--- src/rtl/uart_frame_top.sv ---
// uart_frame_top: UART frame capture into a sample buffer and echo on key[0]; 7-segment scan of frame count when SEG_SCAN_EN is defined
module uart_frame_top #(
  parameter int bit_width = 24,
  parameter int N = 16,
  parameter int CLKS_PER_BIT = 434,
  parameter int SCAN_DIV = 50000
) (
  input  logic       CLK,
  input  logic       RST_N,
  input  logic       data_in,
  input  logic [3:0] key,
  output logic [3:0] led,
  output logic [3:0] dig,
  output logic [7:0] seg,
  output logic       tx_o
);
  localparam int B = bit_width / 8;
  localparam int IW = $clog2(N);
  localparam int BW = B > 1 ? $clog2(B) : 1;
  localparam int CW = $clog2(CLKS_PER_BIT + 1);
  typedef enum logic [1:0] {R_IDLE, R_START, R_DATA, R_STOP} rx_t;
  typedef enum logic [1:0] {FILL, WAIT, SEND} st_t;
  logic rx_meta, rx_s, rx_q, rx_valid, frame_err;
  rx_t rx_st;
  logic [CW-1:0] rx_cnt, tx_cnt;
  logic [2:0] rx_bit;
  logic [7:0] rx_sh;
  st_t st;
  logic [IW-1:0] wr_idx, rd_idx, rd_sel;
  logic [BW-1:0] byte_idx, tx_bcnt;
  logic [bit_width-1:0] samp, w_next, tx_word, tx_src;
  logic [bit_width-1:0] buffer [N];
  logic [15:0] frame_cnt;
  logic [8:0] tx_sh;
  logic [3:0] tx_bit;
  logic byte_last, tx_last;
  assign byte_last = byte_idx == BW'(B - 1);
  assign w_next = (samp >> 8) | (bit_width'(rx_sh) << (bit_width - 8));
  assign rd_sel = st == SEND ? rd_idx + IW'(1) : '0;
  assign tx_src = buffer[rd_sel];
  assign tx_last = rd_idx == IW'(N - 1) && tx_bcnt == BW'(B - 1);
  // Synchronise the line and decode 8N1 bytes, sampling mid-bit
  always_ff @(posedge CLK or posedge RST_N)
    if (RST_N) begin
      rx_meta <= 1'b1;
      rx_s <= 1'b1;
      rx_q <= 1'b1;
      rx_st <= R_IDLE;
      rx_cnt <= '0;
      rx_bit <= '0;
      rx_sh <= '0;
      rx_valid <= 1'b0;
      frame_err <= 1'b0;
    end else begin
      rx_meta <= data_in;
      rx_s <= rx_meta;
      rx_q <= rx_s;
      rx_valid <= 1'b0;
      case (rx_st)
        R_IDLE: if (rx_q && !rx_s) begin
          rx_st <= R_START;
          rx_cnt <= '0;
        end
        R_START: if (rx_cnt == CW'(CLKS_PER_BIT / 2 - 1)) begin
          rx_cnt <= '0;
          rx_bit <= '0;
          rx_st <= rx_s ? R_IDLE : R_DATA;
        end else rx_cnt <= rx_cnt + CW'(1);
        R_DATA: if (rx_cnt == CW'(CLKS_PER_BIT - 1)) begin
          rx_cnt <= '0;
          rx_sh <= {rx_s, rx_sh[7:1]};
          rx_bit <= rx_bit + 3'd1;
          if (rx_bit == 3'd7) rx_st <= R_STOP;
        end else rx_cnt <= rx_cnt + CW'(1);
        default: if (rx_cnt == CW'(CLKS_PER_BIT - 1)) begin
          rx_st <= R_IDLE;
          rx_valid <= rx_s;
          frame_err <= frame_err | !rx_s;
        end else rx_cnt <= rx_cnt + CW'(1);
      endcase
    end
  // Sample store; contents are not reset
  always_ff @(posedge CLK)
    if (st == FILL && rx_valid && byte_last) buffer[wr_idx] <= w_next;
  // Frame FSM: assemble samples, wait for run enable, then stream the frame back
  always_ff @(posedge CLK or posedge RST_N)
    if (RST_N) begin
      st <= FILL;
      wr_idx <= '0;
      rd_idx <= '0;
      byte_idx <= '0;
      tx_bcnt <= '0;
      samp <= '0;
      tx_word <= '0;
      frame_cnt <= '0;
      tx_sh <= '1;
      tx_cnt <= '0;
      tx_bit <= '0;
      tx_o <= 1'b1;
      led <= '0;
    end else begin
      led <= {key[0], frame_err, st != FILL, st == FILL && (wr_idx != '0 || byte_idx != '0)};
      if (key[1]) frame_cnt <= '0;
      case (st)
        FILL: if (rx_valid) begin
          samp <= w_next;
          byte_idx <= byte_last ? '0 : byte_idx + BW'(1);
          if (byte_last) begin
            wr_idx <= wr_idx + IW'(1);
            if (wr_idx == IW'(N - 1)) begin
              st <= WAIT;
              if (!key[1]) frame_cnt <= frame_cnt + 16'd1;
            end
          end
        end
        WAIT: if (key[0]) begin
          st <= SEND;
          tx_o <= 1'b0;
          tx_sh <= {1'b1, tx_src[7:0]};
          tx_word <= tx_src >> 8;
          rd_idx <= '0;
          tx_bcnt <= '0;
          tx_cnt <= '0;
          tx_bit <= '0;
        end
        default: if (tx_cnt == CW'(CLKS_PER_BIT - 1)) begin
          tx_cnt <= '0;
          if (tx_bit == 4'd9) begin
            tx_bit <= '0;
            if (tx_last) st <= FILL;
            else begin
              tx_o <= 1'b0;
              tx_bcnt <= tx_bcnt == BW'(B - 1) ? '0 : tx_bcnt + BW'(1);
              rd_idx <= tx_bcnt == BW'(B - 1) ? rd_sel : rd_idx;
              tx_sh <= {1'b1, tx_bcnt == BW'(B - 1) ? tx_src[7:0] : tx_word[7:0]};
              tx_word <= (tx_bcnt == BW'(B - 1) ? tx_src : tx_word) >> 8;
            end
          end else begin
            tx_o <= tx_sh[0];
            tx_sh <= tx_sh >> 1;
            tx_bit <= tx_bit + 4'd1;
          end
        end else tx_cnt <= tx_cnt + CW'(1);
      endcase
    end
`ifdef SEG_SCAN_EN
  localparam int SW = $clog2(SCAN_DIV + 1);
  localparam logic [7:0] GLYPH [16] = '{8'hC0, 8'hF9, 8'hA4, 8'hB0, 8'h99, 8'h92, 8'h82, 8'hF8,
                                        8'h80, 8'h90, 8'h88, 8'h83, 8'hC6, 8'hA1, 8'h86, 8'h8E};
  logic [SW-1:0] scan_cnt;
  logic [1:0] sel;
  logic [3:0] nib;
  logic [1:0] unused_keys;
  assign unused_keys = key[3:2];
  assign nib = 4'(frame_cnt >> {sel, 2'b00});
  // Rotate one active-low digit per scan slot, least significant nibble first
  always_ff @(posedge CLK or posedge RST_N)
    if (RST_N) begin
      scan_cnt <= '0;
      sel <= '0;
      dig <= 4'b1111;
      seg <= 8'hFF;
    end else begin
      dig <= ~(4'b0001 << sel);
      seg <= GLYPH[nib];
      scan_cnt <= scan_cnt == SW'(SCAN_DIV - 1) ? '0 : scan_cnt + SW'(1);
      if (scan_cnt == SW'(SCAN_DIV - 1)) sel <= sel + 2'd1;
    end
`else
  logic unused_disp;
  assign unused_disp = ^{key[3:2], frame_cnt, SCAN_DIV[0]};
  assign dig = 4'b1111;
  assign seg = 8'hFF;
`endif
endmodule

--- config.mk ---
export PLATFORM = sky130hd
export DESIGN_NAME = uart_frame_top
export DESIGN_NICKNAME = d
export VERILOG_FILES = /design/src/rtl/uart_frame_top.sv
export SDC_FILE = /design/constraint.sdc
export NUM_CORES = 1
export LEC_CHECK = 0
export CAP_MARGIN = 20
export CELL_PAD_IN_SITES_DETAIL_PLACEMENT = 1
export CELL_PAD_IN_SITES_GLOBAL_PLACEMENT = 1
export CORE_MARGIN = 4
export CORE_UTILIZATION = 35
export CTS_BUF_LIST = sky130_fd_sc_hd__clkbuf_4
export CTS_CLUSTER_SIZE = 25
export DETAILED_ROUTE_END_ITERATION = 8
export GPL_TIMING_DRIVEN = 1
export PLACE_DENSITY_LB_ADDON = 0.1
export SYNTH_ARGS = -nofsm -noshare
export SYNTH_HDL_FRONTEND = slang
export SYNTH_SLANG_ARGS = --single-unit
export TNS_END_PERCENT = 5
--- constraint.sdc ---
create_clock -name CLK -period 5.5 [get_ports CLK]
set_input_delay 0.825 -clock CLK [delete_from_list [all_inputs] [get_ports CLK]]
set_output_delay 0.825 -clock CLK [all_outputs]
set_load 0.02 [all_outputs]
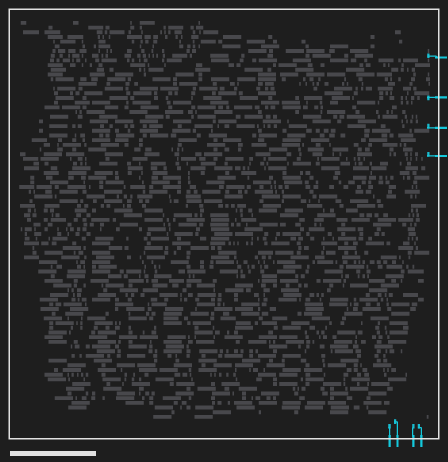
Run 1: I/O nets highlighted
The bar under the picture is 50 um long.
Cyan shows `seg`, bits 8, direction output, end cells 8, buffers 0, wire 54.8 um.
Port Buffers: 8
IO Pins: 24

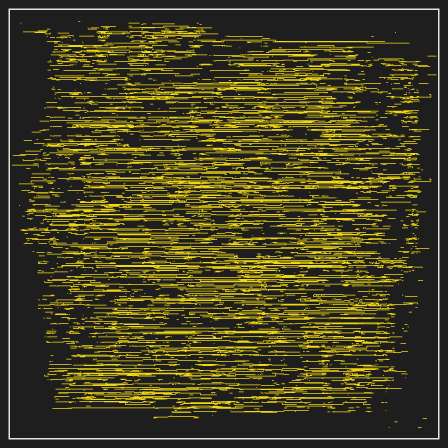
Run 1: the metal 1 layer
The layer holds 48% of the routed length. The layer carries 29.4 mm of wire. The longest straight run is 81.0 um. The wires run mostly horizontal.

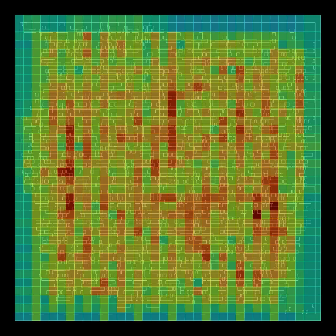
Run 1: track usage over the die
drt wl/cell: 25.5 um
fin util: 40.5%
grt met1 use: 29.1%
gr busiest metal: met2

==> flow_metrics.tcl, run 1 <==
# implementation run metrics
set metrics [dict create \
    hold_depth 1 \
    reg_top3 "buffer (384), samp (16), tx_word (16)" \
    yosys.area.top_type "edfxtp_1" \
    rrSetupSlack_ns 1.84 \
    flop-count 484 \
    status "finished clean" \
    postCtsHoldBufs 0 \
    pwr-share-seq_pct 51.2 \
    die_area_mm2 0.0616 \
    finalPower_mw 7.70 \
    area_leaders "edfxtp_1, dfrtp_1, nand2_1, mux2i_1, dfstp_2" \
    area_growth_pct 13.6 \
    ys_seq_share_pct 69.6 \
    final_cells 2406 \
    path_cells "nor2_1, nand2_1, buf_4, nor3b_1, buf_4, nand2_1, nor2_1, and2_2" \
    top_logic_kind "AND-OR/OR-AND gates" \
    pg_comb_mw 0.241 \
    inverters 20 \
    hp-start "data_in" \
    largest_register_ffs 384 \
    logic_gates 853 \
    num_vias 13100 \
    drc 0 \
    switching_share_pct 22.6 \
    synth_flops 484 \
    maxSlewViolCount 0 \
    tap-cell-count 756 \
]
Run 1, clock distribution:
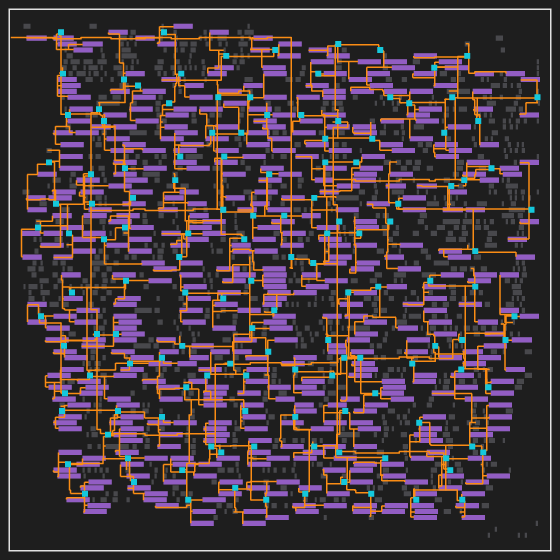

==> run 2, diff against run 1 <==
==> constraint.sdc (replaced) <==
create_clock -name CLK -period 3.7 [get_ports CLK]
set_input_delay 0.555 -clock CLK [delete_from_list [all_inputs] [get_ports CLK]]
set_output_delay 0.555 -clock CLK [all_outputs]
set_load 0.02 [all_outputs]
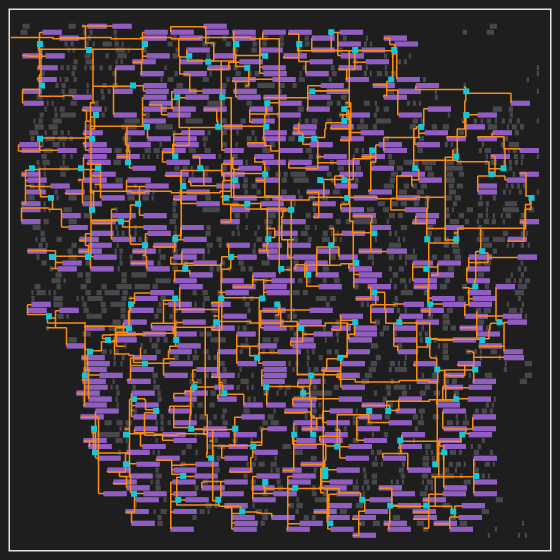
Run 2: clock distribution
Purple shows flip-flops, count 484. Cyan shows cells driving clock nets, count 139. Orange shows clock wires, length 7440 um.
There are 140 routed clock nets. Position of the flops: all over the die.
clock group power: 5.25 mW
Clock Power Share: 45.7%
Insertion Delay late pin: 0.97 ns

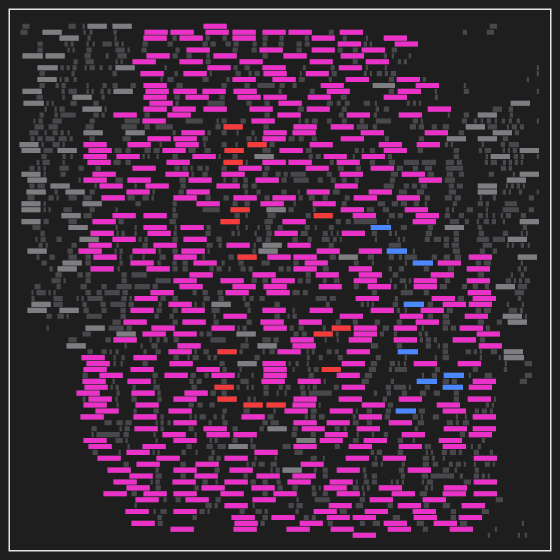
Run 2: sequential cells grouped by signal name
Other sequential cells in the stronger grey, the rest of the logic in the fainter grey.
Blue shows `tx_sh`, flops 9. Red shows `tx_word`, flops 16. Magenta shows `buffer`, flops 384.
fin util: 41.3%
Seq power: 5.87 mW

==> run 2 against run 1 <==
Effect of this change: flip-flop count is the same; design area grew 2.1%; clock power grew about 50%; setup slack lost 1.4 ns; clock-buffer cell count grew 13; power grew 49%; via count is essentially flat; combinational power grew about 50%; critical path type unchanged; largest power group unchanged.
==> flow_metrics.tcl, run 2 <==
# implementation run metrics
set metrics [dict create \
    finalPower_mw 11.5 \
    reg_top3 "buffer (384), samp (16), tx_word (16)" \
    wl_met1_um 27300 \
    mux_share_pct 3.89 \
    yosys.area.top_type "edfxtp_1" \
    drc 0 \
    io_pins 24 \
    p_switching_mw 2.60 \
    synth_flops 484 \
    die_area_mm2 0.0616 \
    top_logic_kind "AND-OR/OR-AND gates" \
    final_cells 2448 \
    path_cells "ha_1, xnor2_1, buf_4, nand2b_4, buf_4, a2111oi_0, a2111oi_0, o31a_1, o41ai_2" \
    lay_top_count "edfxtp_1" \
    grt_pass1_wl_um 89900 \
    switching_share_pct 22.6 \
    logic_gates 853 \
    tap-cell-count 756 \
    area_growth_pct 16.1 \
    ys_seq_share_pct 69.6 \
    core.rowCount 87 \
    hp-start "key[0]" \
    met1_usage_pct 26.9 \
    top_usage_layer "met2" \
    maxSlewViolCount 0 \
    wl_per_cell_um 24.5 \
    num_vias 13100 \
    clock_buffer_count 214 \
    nets 1599 \
    postCtsHoldBufs 2 \
    hold_depth 1 \
    area_leaders "edfxtp_1, dfrtp_1, nand2_1, mux2i_1, dfstp_2" \
    flop-count 484 \
    clkCellAreaFrac_pct 8.02 \
    pwr-share-seq_pct 51.1 \
    crit_path_max_fanout 31 \
    status "finished clean" \
    port_buffers 8 \
    fin_tns_setup_ns 0 \
    rrSetupSlack_ns 0.49 \
]
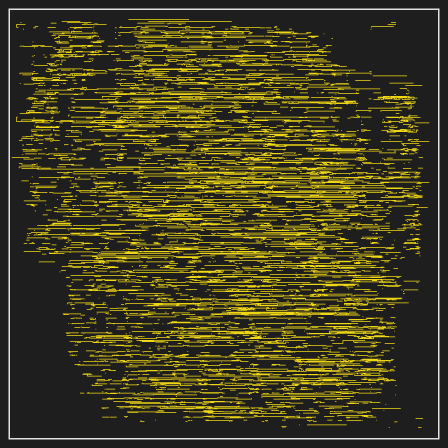
Run 2: the metal 1 layer
The layer carries 27.3 mm of wire. 1493 nets have wire on it. The longest straight run is 69.5 um.

Power figures rest on the tool's default switching activity, not on a simulated workload.
